**src/rtl/version_arb_pkg.sv**
```systemverilog
// Shared definitions for the version_storage read arbiters: FSM encoding,
// default storage widths and requester-count limits.
package version_arb_pkg;

    typedef enum logic [1:0] {
        IDLE = 2'd0,
        WAIT = 2'd1,
        ACK  = 2'd2
    } arb_state_t;

    localparam int VER_ADDR_W = 3;
    localparam int VER_DATA_W = 17;
    localparam int MAX_REQ    = 4;
    localparam int GRANT_W    = $clog2(MAX_REQ);
    localparam int LAT_W      = 2;

endpackage

```
**src/rtl/rr_priority_pick.sv**
```systemverilog
// Combinational round-robin selector: returns the first requester at or after
// rr_ptr in rotation order, plus a flag saying whether anyone is requesting.
module rr_priority_pick
    import version_arb_pkg::*;
#(
    parameter int NUM_REQ = 2
) (
    input  logic [NUM_REQ-1:0] req,
    input  logic [GRANT_W-1:0] rr_ptr,
    output logic [GRANT_W-1:0] winner,
    output logic               any
);

    // Scan from the farthest offset down so the nearest requester overrides.
    always_comb begin
        // NOTE: defaults first, so no path through this block can infer a latch.
        winner = '0;
        any    = 1'b0;
        for (int i = NUM_REQ - 1; i >= 0; i--) begin
            for (int j = 0; j < NUM_REQ; j++) begin
                if (req[j] && (j == (int'(rr_ptr) + i) % NUM_REQ)) begin
                    winner = GRANT_W'(j);
                    any    = 1'b1;
                end
            end
        end
    end

endmodule

```
**src/rtl/version_read_arbiter.sv**
```systemverilog
// Round-robin arbiter serialising reads from several requesters onto the single
// registered read port of version_storage, with a one-cycle ack per read.
module version_read_arbiter
    import version_arb_pkg::*;
#(
    parameter int NUM_REQ = 2,
    parameter int ADDR_W  = VER_ADDR_W,
    parameter int DATA_W  = VER_DATA_W,
    parameter int RD_LAT  = 1
) (
    input  logic                      clk,
    input  logic                      rst_n,
    input  logic [NUM_REQ-1:0]        req,
    input  logic [NUM_REQ*ADDR_W-1:0] req_addr,
    output logic [NUM_REQ-1:0]        ack,
    output logic [DATA_W-1:0]         rd_data,
    output logic [1:0]                grant_id,
    output logic                      busy,
    output logic [ADDR_W-1:0]         mem_addr,
    input  logic [DATA_W-1:0]         mem_data,
    output logic                      activity
);

    arb_state_t         state, state_nxt;
    logic [GRANT_W-1:0] rr_ptr;
    logic [GRANT_W-1:0] winner;
    logic               any_req;
    logic [LAT_W-1:0]   lat_cnt;
    logic [ADDR_W-1:0]  win_addr;
    logic               lat_done;

    rr_priority_pick #(.NUM_REQ(NUM_REQ)) u_pick (
        .req    (req),
        .rr_ptr (rr_ptr),
        .winner (winner),
        .any    (any_req)
    );

    // Storage samples mem_addr one edge after we register it, so the count runs
    // down to zero: data is captured RD_LAT+1 edges after the grant edge.
    assign lat_done = (lat_cnt == '0);

    always_comb begin
        win_addr = '0;
        for (int j = 0; j < NUM_REQ; j++) begin
            if (winner == GRANT_W'(j)) win_addr = req_addr[j*ADDR_W +: ADDR_W];
        end
    end

    always_comb begin
        state_nxt = state;
        case (state)
            IDLE:    if (any_req) state_nxt = WAIT;
            WAIT:    if (lat_done) state_nxt = ACK;
            ACK:     state_nxt = IDLE;
            default: state_nxt = IDLE;
        endcase
    end

    // NOTE: non-blocking assignments keep every register sampling pre-edge values.
    always_ff @(posedge clk or negedge rst_n) begin
        if (!rst_n) begin
            state    <= IDLE;
            grant_id <= '0;
            rr_ptr   <= '0;
            lat_cnt  <= '0;
            mem_addr <= '0;
            rd_data  <= '0;
        end else begin
            state <= state_nxt;
            case (state)
                IDLE: if (any_req) begin
                    grant_id <= winner;
                    mem_addr <= win_addr;
                    lat_cnt  <= LAT_W'(RD_LAT);
                    rr_ptr   <= (winner == GRANT_W'(NUM_REQ - 1)) ? '0 : winner + 1'b1;
                end
                WAIT: begin
                    if (lat_done) rd_data <= mem_data;
                    else          lat_cnt <= lat_cnt - 1'b1;
                end
                default: ;
            endcase
        end
    end

    always_comb begin
        ack = '0;
        for (int j = 0; j < NUM_REQ; j++) begin
            ack[j] = (state == ACK) && (grant_id == GRANT_W'(j));
        end
    end

    assign busy     = (state != IDLE);
    assign activity = |ack;

endmodule

```
**config.mk**
```make
export PLATFORM = sky130hd
export DESIGN_NAME = version_read_arbiter
export DESIGN_NICKNAME = d
export VERILOG_FILES = /design/src/rtl/version_arb_pkg.sv /design/src/rtl/rr_priority_pick.sv /design/src/rtl/version_read_arbiter.sv
export SDC_FILE = /design/constraint.sdc
export NUM_CORES = 1
export LEC_CHECK = 0
export ABC_CLOCK_PERIOD_IN_PS = 2300
export CAP_MARGIN = 15
export CORE_ASPECT_RATIO = 0.8
export CORE_UTILIZATION = 35
export DETAILED_ROUTE_END_ITERATION = 12
export PLACE_DENSITY = 0.68
export SKIP_LAST_GASP = 1
export SLEW_MARGIN = 15
export SYNTH_ARGS = -nofsm -noshare
export SYNTH_HDL_FRONTEND = slang
export SYNTH_HIERARCHICAL = 1
export SYNTH_SLANG_ARGS = --single-unit
```
**constraint.sdc**
```tcl
create_clock -name clk -period 2.3 [get_ports clk]
set_input_delay 0.46 -clock clk [delete_from_list [all_inputs] [get_ports clk]]
set_output_delay 0.46 -clock clk [all_outputs]
set_load 0.02 [all_outputs]
```
Cells by drive strength:
Bar = 20 um.
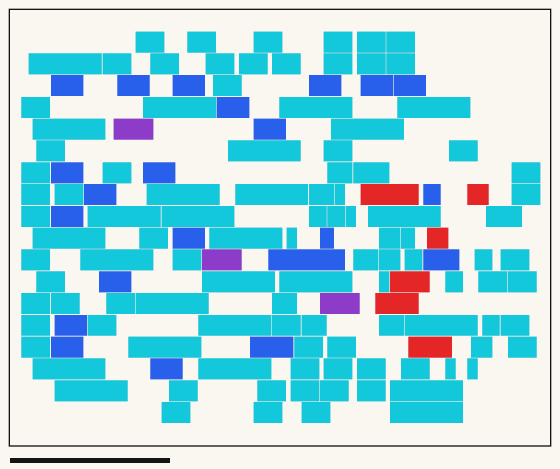
Purple is _6 and larger, cells 3, share 2.2%. Cyan is _0 and _1 cells, cells 106, share 77%. Red is _3 and _4 cells, cells 6, share 4.4%. Blue is _2 cells, cells 22, share 16%.

Wiring heat map:
Bar = 20 um. The die is cut into 13 by 11 equal tiles; dark purple is low, yellow is high, scaled to the fullest tile. Values are wire area over tile area, all layers added.
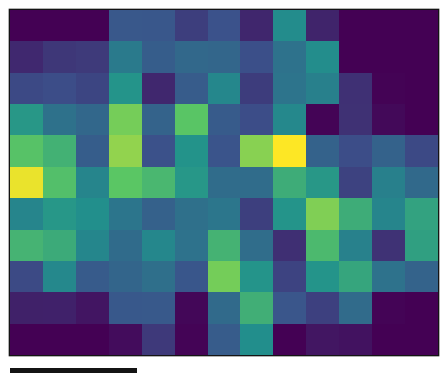
The mean over all tiles is 0.10. 16% of the tiles are nearly empty. 22% of the tiles are over half the peak. The emptiest ninth of the die: upper right. The densest ninth of the die: middle left.

Placement view:
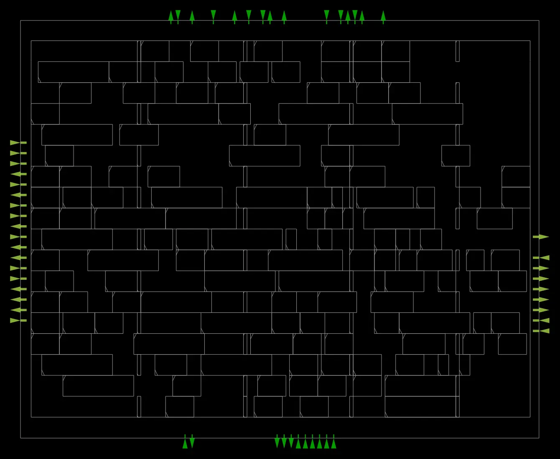
number of well taps: 40
flop count: 27
placeable core region: 3180 sq um

Sequential cells coloured by netlist name:
Other sequential cells in the stronger grey, the rest of the logic in the fainter grey.
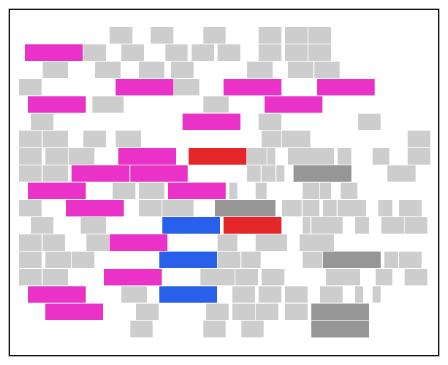
Blue is mem_addr, placed flops 3. Magenta is rd_data, placed flops 17. Red is lat_cnt, placed flops 2.
register cell area after layout: 677 sq um
post-layout utilization of the core: 56.8%
power in sequential cells: 855 uW
Seq area share: 37.5%

Clock wires, drivers and flops:
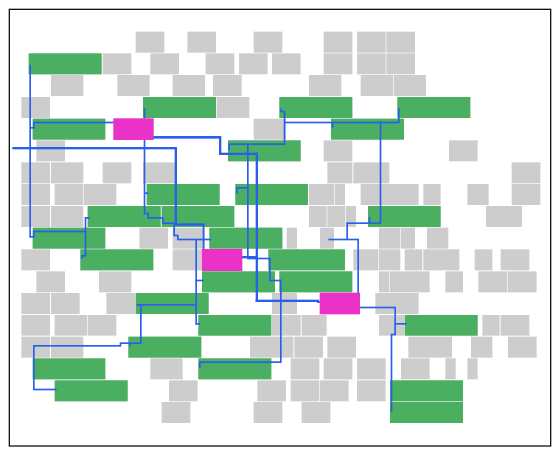
Blue is clock wires, length 334 um. Magenta is clock drivers, count 3. Green is flip-flops, count 27.
There are 4 routed clock nets. Position of the flops: widely spread.

==> reports/results.txt <==
slew at the pin closest to its max-slew limit = 501 ps
startpoint of the worst register-to-register path = state[0]
fraction of layout instances using a drive strength above 1 = 22.6%
number of cells on the worst hold path = 1
Final Skew = 3.62 ps
status = complete, no violations
Fmax achieved = 461 MHz
Synthesis Warnings = 6
Worst EP required = 1840 ps
number of nets in the layout = 166
Worst Hold Class = reg -> reg
post-synthesis instance area = 1200 sq um
Vias per Instance = 4.71
most common logic cells in the final layout = sky130_fd_sc_hd__clkdlybuf4s50_1 (51), sky130_fd_sc_hd__dfrtp_1 (26), sky130_fd_sc_hd__mux2_2 (17)
clk sinks = 27
worst supply voltage drop on vdd = 0.701 mV
post-synthesis cell count = 84
Die X-Extent = 67.4 um
number of remaining DRC errors = 0
fin crit share = 94.3%
Worst Hold Launch = mem_addr[1]
Hold Crit Endpoint = mem_addr[1]
later-pin clock latency in the skew report = 280 ps
post-route antenna net violation count = 0
initial standard-cell utilization of the core = 37.7%
CTS clk-pin slew, worst paths = 90 ps
clock buffers created by TritonCTS = 3
IO Pins = 53
GP Congestion = 0.676
diodes inserted = 0
number of H-tree levels = 1
Period minus WS final = 2170 ps
Leakage Power = 0.811 nW
total number of vias = 834
pin count of the biggest net entering global routing = 28
overall global routing resource usage = 15.0%
report_power, final:
group | internal, mW | switching, mW
logic | 0.743 | 0.599
registers | 0.715 | 0.140
clock network | 0.122 | 0.150
sequential cells by signal (all words and copies together) (netlist names):
| name | count |
|---|---|
| rd_data | 17 |
| grant_id | 2 |
| rr_ptr | 1 |
| lat_cnt | 2 |
| state | 2 |
| mem_addr | 3 |
how the worst max path moves through the flow:
stage | end | slack, ps | cells after the start
detailed placement | grant_id[0] | 240 | 4
floorplan | ack[0] | 260 | 3
global route | ack[1] | 10 | 3
CTS | ack[0] | 50 | 3
global placement | grant_id[1] | 260 | 4
finish | ack[1] | 130 | 3
per-stage QoR:
step	setup slack, ps	hold WS, ps	std cells	instance area (sq um)	total power, mW
finish	132	500	177	1800	2.47
global route	11.6	523	177	1800	2.64
CTS	49.2	505	177	1800	2.50
detailed placement	243	484	173	1750	2.22
global placement	258	487	173	1750	2.18
floorplan	263	164	84	1200	1.65
cell type report:
| class | count | area, sq um |
|---|---|---|
| multi-input cells | 47 | 473 |
| inverters | 5 | 18.8 |
| flip-flops and latches | 27 | 677 |
| repair buffers | 54 | 538 |
| well taps | 40 | 50.0 |
| clock buffers | 3 | 41.3 |
| clock inverters | 1 | 5.00 |
| fillers | 278 | 1370 |
per-layer routing:
metal | vias up | wire, um | track usage [%]
li1 | 397 | - | -
met1 | 400 | 1020 | 18.0
met2 | 32 | 1110 | 24.7
met3 | 5 | 172 | 5.83
met4 | 0 | 27 | 5.67
met5 | - | 0 | 0
timing repair:
item,4_1_cts,5_1_grt
gates cloned,0,0
resized,1,2
setup endpoints to repair,2,2
Power figures rest on the tool's default switching activity, not on a simulated workload.
